### The metal 4 layer

Scale: 1 px per um.
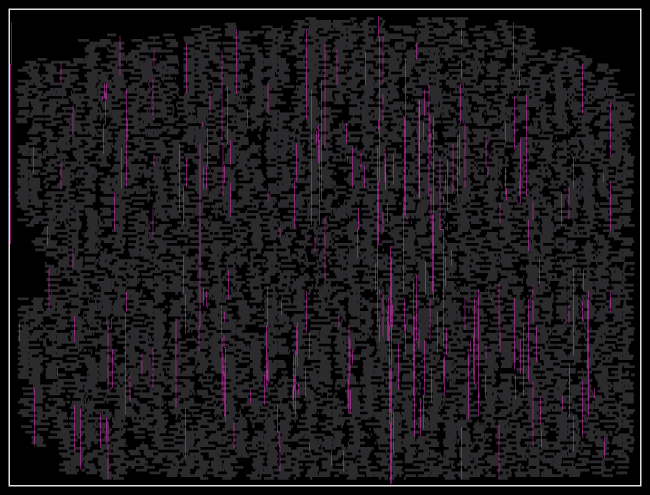
### Signal wires by layer

Scale: 1 px per um.
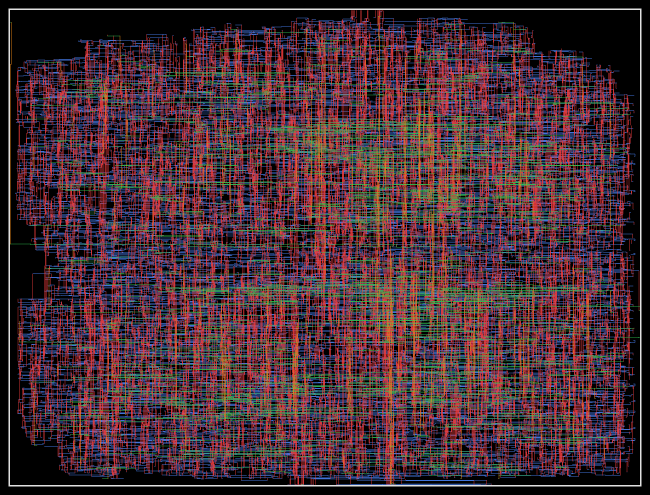
### Congestion heat map

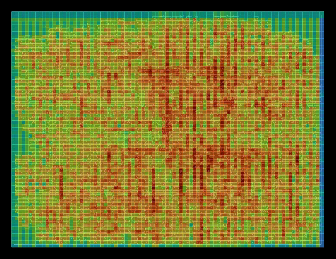
### Layout detail

Window x 463 to 483, y 109 to 129 um. Cells in gray, sequential cells in the stronger gray; small squares are vias.
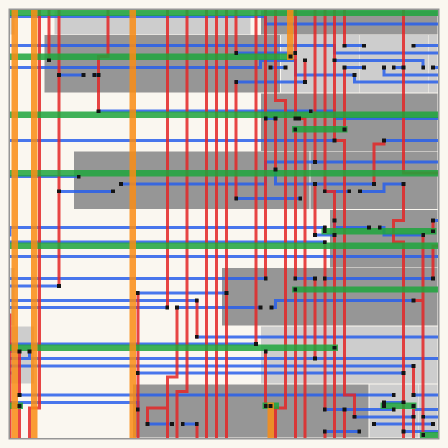
`src/rtl/data_memory_banked.sv`:
```
// data_memory_banked: byte-lane data memory with registered read and clear sweep.
// Define DMEM_BYPASS_EN to build the one-entry write-forwarding variant.
module data_memory_banked #(
    parameter int DATA_W = 16,
    parameter int DEPTH  = 256,
    parameter int ADDR_W = 9
) (
    input  logic                clk,
    input  logic                rst,
    input  logic                clr,
    input  logic                req_valid,
    output logic                req_ready,
    input  logic                req_we,
    input  logic [ADDR_W-1:0]   req_addr,
    input  logic [DATA_W-1:0]   req_wdata,
    input  logic [DATA_W/8-1:0] req_be,
    output logic                rsp_valid,
    output logic [DATA_W-1:0]   rsp_rdata,
    output logic                rsp_err,
    output logic                busy
);
    localparam int NB    = DATA_W / 8;
    localparam int LSB   = $clog2(NB);
    localparam int IDX_W = ADDR_W - LSB;
    localparam int MW    = $clog2(DEPTH);

    typedef enum logic {CLEAR, RUN} state_t;

    state_t            state_q;
    state_t            state_d;
    logic [MW-1:0]     sweep_cnt;
    logic              sweep_last;
    logic              clr_we;

    logic [IDX_W-1:0]  idx;
    logic [MW-1:0]     widx;
    logic              misalign;
    logic              oor;
    logic              err;
    logic              acc;
    logic              wr_ok;
    logic              rd_ok;

    logic [DATA_W-1:0] mem [DEPTH];
    logic [DATA_W-1:0] rd_raw;
    logic              rd_q;

    assign idx      = req_addr[ADDR_W-1:LSB];
    assign widx     = idx[MW-1:0];
    assign misalign = |req_addr[LSB-1:0];
    assign oor      = (int'(idx) >= DEPTH);
    assign err      = misalign || oor;

    // rst wins over a same-cycle handshake: nothing is written or answered
    assign acc   = req_valid && req_ready && !rst;
    assign wr_ok = acc && req_we && !err;
    assign rd_ok = acc && !req_we && !err;

    assign sweep_last = (sweep_cnt == MW'(DEPTH - 1));

    always_ff @(posedge clk) begin
        if (rst) begin
            state_q <= CLEAR;
        end else begin
            state_q <= state_d;
        end
    end

    always_comb begin
        state_d = state_q;
        unique case (state_q)
            CLEAR: begin
                if (!clr && sweep_last) begin
                    state_d = RUN;
                end
            end
            RUN: begin
                if (clr) begin
                    state_d = CLEAR;
                end
            end
            default: state_d = CLEAR;
        endcase
    end

    always_comb begin
        busy      = 1'b0;
        req_ready = 1'b0;
        clr_we    = 1'b0;
        unique case (state_q)
            CLEAR: begin
                busy   = 1'b1;
                clr_we = 1'b1;
            end
            RUN: begin
                req_ready = !clr;
            end
            default: begin
                busy = 1'b1;
            end
        endcase
    end

    always_ff @(posedge clk) begin
        if (rst || clr || state_q != CLEAR || sweep_last) begin
            sweep_cnt <= '0;
        end else begin
            sweep_cnt <= sweep_cnt + 1'b1;
        end
    end

`ifdef DMEM_BYPASS_EN
    logic              fwd_v;
    logic [MW-1:0]     fwd_idx;
    logic [DATA_W-1:0] fwd_data;
    logic [NB-1:0]     fwd_be;
    logic              fwd_hit;

    assign fwd_hit = fwd_v && (fwd_idx == widx);

    always_ff @(posedge clk) begin
        if (rst) begin
            fwd_v <= 1'b0;
        end else begin
            fwd_v <= wr_ok;
        end
        if (wr_ok) begin
            fwd_idx  <= widx;
            fwd_data <= req_wdata;
            fwd_be   <= req_be;
        end
    end

    // Array commits a write one edge late; reads merge the pending lanes
    always_ff @(posedge clk) begin
        if (clr_we) begin
            mem[sweep_cnt] <= '0;
        end else if (fwd_v) begin
            for (int k = 0; k < NB; k++) begin
                if (fwd_be[k]) begin
                    mem[fwd_idx][8*k +: 8] <= fwd_data[8*k +: 8];
                end
            end
        end
        if (rd_ok) begin
            for (int k = 0; k < NB; k++) begin
                rd_raw[8*k +: 8] <= (fwd_hit && fwd_be[k]) ?
                    fwd_data[8*k +: 8] : mem[widx][8*k +: 8];
            end
        end
    end
`else
    always_ff @(posedge clk) begin
        if (clr_we) begin
            mem[sweep_cnt] <= '0;
        end else if (wr_ok) begin
            for (int k = 0; k < NB; k++) begin
                if (req_be[k]) begin
                    mem[widx][8*k +: 8] <= req_wdata[8*k +: 8];
                end
            end
        end
        if (rd_ok) begin
            rd_raw <= mem[widx];
        end
    end
`endif

    always_ff @(posedge clk) begin
        if (rst) begin
            rsp_valid <= 1'b0;
            rsp_err   <= 1'b0;
            rd_q      <= 1'b0;
        end else begin
            rsp_valid <= acc;
            rsp_err   <= acc && err;
            rd_q      <= rd_ok;
        end
    end

    assign rsp_rdata = rd_q ? rd_raw : '0;

endmodule

```
`config.mk`:
```
export PLATFORM = sky130hd
export DESIGN_NAME = data_memory_banked
export DESIGN_NICKNAME = d
export VERILOG_FILES = /design/src/rtl/data_memory_banked.sv
export SDC_FILE = /design/constraint.sdc
export NUM_CORES = 2
export LEC_CHECK = 0
export ABC_AREA = 0
export CELL_PAD_IN_SITES_DETAIL_PLACEMENT = 0
export CELL_PAD_IN_SITES_GLOBAL_PLACEMENT = 1
export CORE_ASPECT_RATIO = 0.75
export CORE_MARGIN = 5
export CORE_UTILIZATION = 56
export DETAILED_ROUTE_END_ITERATION = 12
export DONT_BUFFER_PORTS = 1
export PLACE_DENSITY_LB_ADDON = 0.1
export SETUP_SLACK_MARGIN = 0.4
export SLEW_MARGIN = 20
export SYNTH_ARGS = -nofsm -noshare
export SYNTH_HDL_FRONTEND = slang
export SYNTH_SLANG_ARGS = --single-unit
```
`constraint.sdc`:
```
create_clock -name clk -period 8.75 [get_ports clk]
set_input_delay 1.75 -clock clk [delete_from_list [all_inputs] [get_ports clk]]
set_output_delay 1.75 -clock clk [all_outputs]
set_load 0.02 [all_outputs]
```
==> results.toml <==
# flow metrics
[global_routing]
grt_start_max_net_pins = 714
grt_use_met1_pct = 43.97
grt-busiest-layer = "met1"
grt-ovfl-total = 0
antenna_found_initial = 24
grt_pass1_wl_um = 601900

[route]
drt-initial-drc-count = 11250
drc = 0
ant_nets = 0
viasPerCell = 6.716
dr.pass1.iters = 6

[final_timing]
fin_crit_sh_pct = 72.77
rsz0062_at_grt = "no"
max_slew.worst_pin.slew_ps = 1207
setup_ws_ps = 2382
final.setup.tns_ps = 0
period_minus_slack_ps = 6368
hold_viol = 0
holdWs_ps = 523.3

[die]
core_util_floorplan_pct = 56.37
die_area_um2 = 299300
core_area_um2 = 286500
die_h_um = 475.1
core.rowCount = 170

[cells_and_area]
lay_top_count = "edfxtp_1"
area_growth_pct = 9.505
most-common-layout-cells = "4,112 x edfxtp_1, 768 x mux4_2, 572 x nor2_1"
drive_gt1_share_pct = 19.40
nets = 7965
nFillCells = 19810

[setup_path]
r2r-end = "mem[209][4]$_DFFE_PP_"
crit_end = "rd_raw[7]$_DFFE_PP_"
arrival_ps = 7070
regToRegSetupSlack_ps = 3440
path_cells = "buf_16 > buf_16 > buf_16 > buf_16 > buf_16 > mux2i_1 > o221ai_1 > o22ai_1 > a2111oi_1 > o2111ai_1 > nor4_1"
startpoint_type = "primary input"
timing.rr.start = "state_q$_SDFF_PP0_"
cp-end-kind = "register"
slowest_delay_ps = 900
crit_start = "req_addr[1]"

[yosys]
edf_count = 4112
yosysWarnings = 0
ys.flop_type = "edfxtp_1"
ys_async_sr_fraction_pct = 0
ys_top_cells_by_count = "4,112 x edfxtp_1, 768 x mux4_2, 577 x nor2_1"
top_area_share_pct = 76.46
yosysMostFrequentCell = "edfxtp_1"
syn_avg_cell_area_um2 = 20.46
syn_inst = 7895
fp_nets = 7928
yosys-stat-cells = 7895
ys_types = 80
yosys-top-cells-area = "edfxtp_1 76%, mux4_2 11%, mux2i_1 3.4%"

[hold_path]
hold_class = "register to register"
hold_end = "sweep_cnt[0]$_SDFF_PP0_"
hold_start = "sweep_cnt[0]$_SDFF_PP0_"
hold-path-cell-count = 1

[clocking]
cts_tree = "done"
clk_latency_ps = 910
h-tree-depth = 5
hold_buffers = 0
cts_setup_buffers = 0
cts_made_buffers = 391
clk_path_buf_depth = 4
ctsResizeCount = 0
ctsRootBufferMaster = "clkbuf_16"

[status]
status = "complete, no violations"

[place]
post-place-ws_ps = 1323
dp_hpwl_um = 249000
finalWeightedCongestion = 0.8620

[run]
maxCapViolations = 0

[pwr]
ir_worst_vdd_uv = 152.1
total_power_mw = 38.70
cellPowerDensity_nw_per_um2 = 218.8
-- 'The metal 4 layer' (at the start) --
main direction = vertical
nets with wire on the layer = 133
share of all routed wire = 2.6%
Total Wirelength: 426,600 um
vias: 80,870

-- 'Signal wires by layer' (at the start) --
M2 -> red  # wire length 192 mm
M4 -> orange  # wire length 11,000 um
M3 -> green  # wire length 44.5 mm
M1 -> blue  # wire length 179 mm

-- 'Congestion heat map' (at the start) --
met3 Resource Use GR: 6.308%
WL/cell: 35.43 um
GRT Total Usage: 28.29%
met2 layer usage reported by global route: 41.24%

-- 'Layout detail' (at the start) --
M4 -> orange
M1 -> blue
M3 -> green
M2 -> red
netlist names of flops here include = mem (6)
sequential cells in the window = 6
most frequent = edfxtp_1 (6)
cells with their middle in the window = 11

-- layout make-up --
class                           instances  area share (%)
Multi-Input combinational cell       3266           19.57
Timing Repair Buffer                  142          0.9304
Tap cell                             3784           2.677
Clock buffer                          514           6.003
Clock inverter                        183          0.8108
Sequential cell                      4124           69.96
Antenna cell                           22         0.03113
Inverter                                7         0.01910
-- kinds of logic (layout without fill, tap and decap cells) --
| kind of cell | after synthesis | in the layout | synth area share [%] |
|---|---|---|---|
| flops | 4124 | 4124 | 76.61 |
| xor+xnor | 6 | 6 | 0.03254 |
| mux | 1388 | 1388 | 14.61 |
| fa+ha+maj | 1 | 1 | 0.007746 |
| other cells | 0 | 22 | 0 |
| simple gates | 1067 | 1067 | 2.967 |
| compound gates | 804 | 804 | 3.654 |
| buf+inv | 505 | 846 | 2.126 |
-- state kept, by name (all words and copies together) (netlist names) --
name and flops:
state_q 1, sweep_cnt 8, rsp_err 1, rsp_valid 1, mem 4096, rd_raw 16, rd_q 1
-- per-stage QoR --
step	util (%)	instance area, um^2	cells
2_1_floorplan	-	161500	7895
3_3_place_gp	57.39	164400	11310
3_5_place_dp	57.41	164500	11310
4_1_cts	61.62	176500	12010
5_1_grt	61.72	176800	12040
6_report	61.72	176800	12040
-- metal layers --
layer,wire length [um],up-vias
met3,44490,617
met1,179300,43030
met5,0,-
met4,10990,0
li1,-,32900
met2,191900,4329
-- worst max-delay path: cells and delay by family --
family	cells	cell delay [ps]
buffers and inverters	5	2340
and+or+nand+nor	1	320
AOI/OAI and AO/OA	4	1960
muxes	1	160
-- power by group --
group          internal (mW)  switching [mW]  leakage (nW)  total [mW]
clock                   9.16            7.14          5.89        16.3
combinational          0.337           0.664          11.6        1.00
sequential              21.4         0.00278          47.7        21.4
total                   30.9            7.81          65.2        38.7
No activity file was given, so power comes from the tool's default toggle rates.
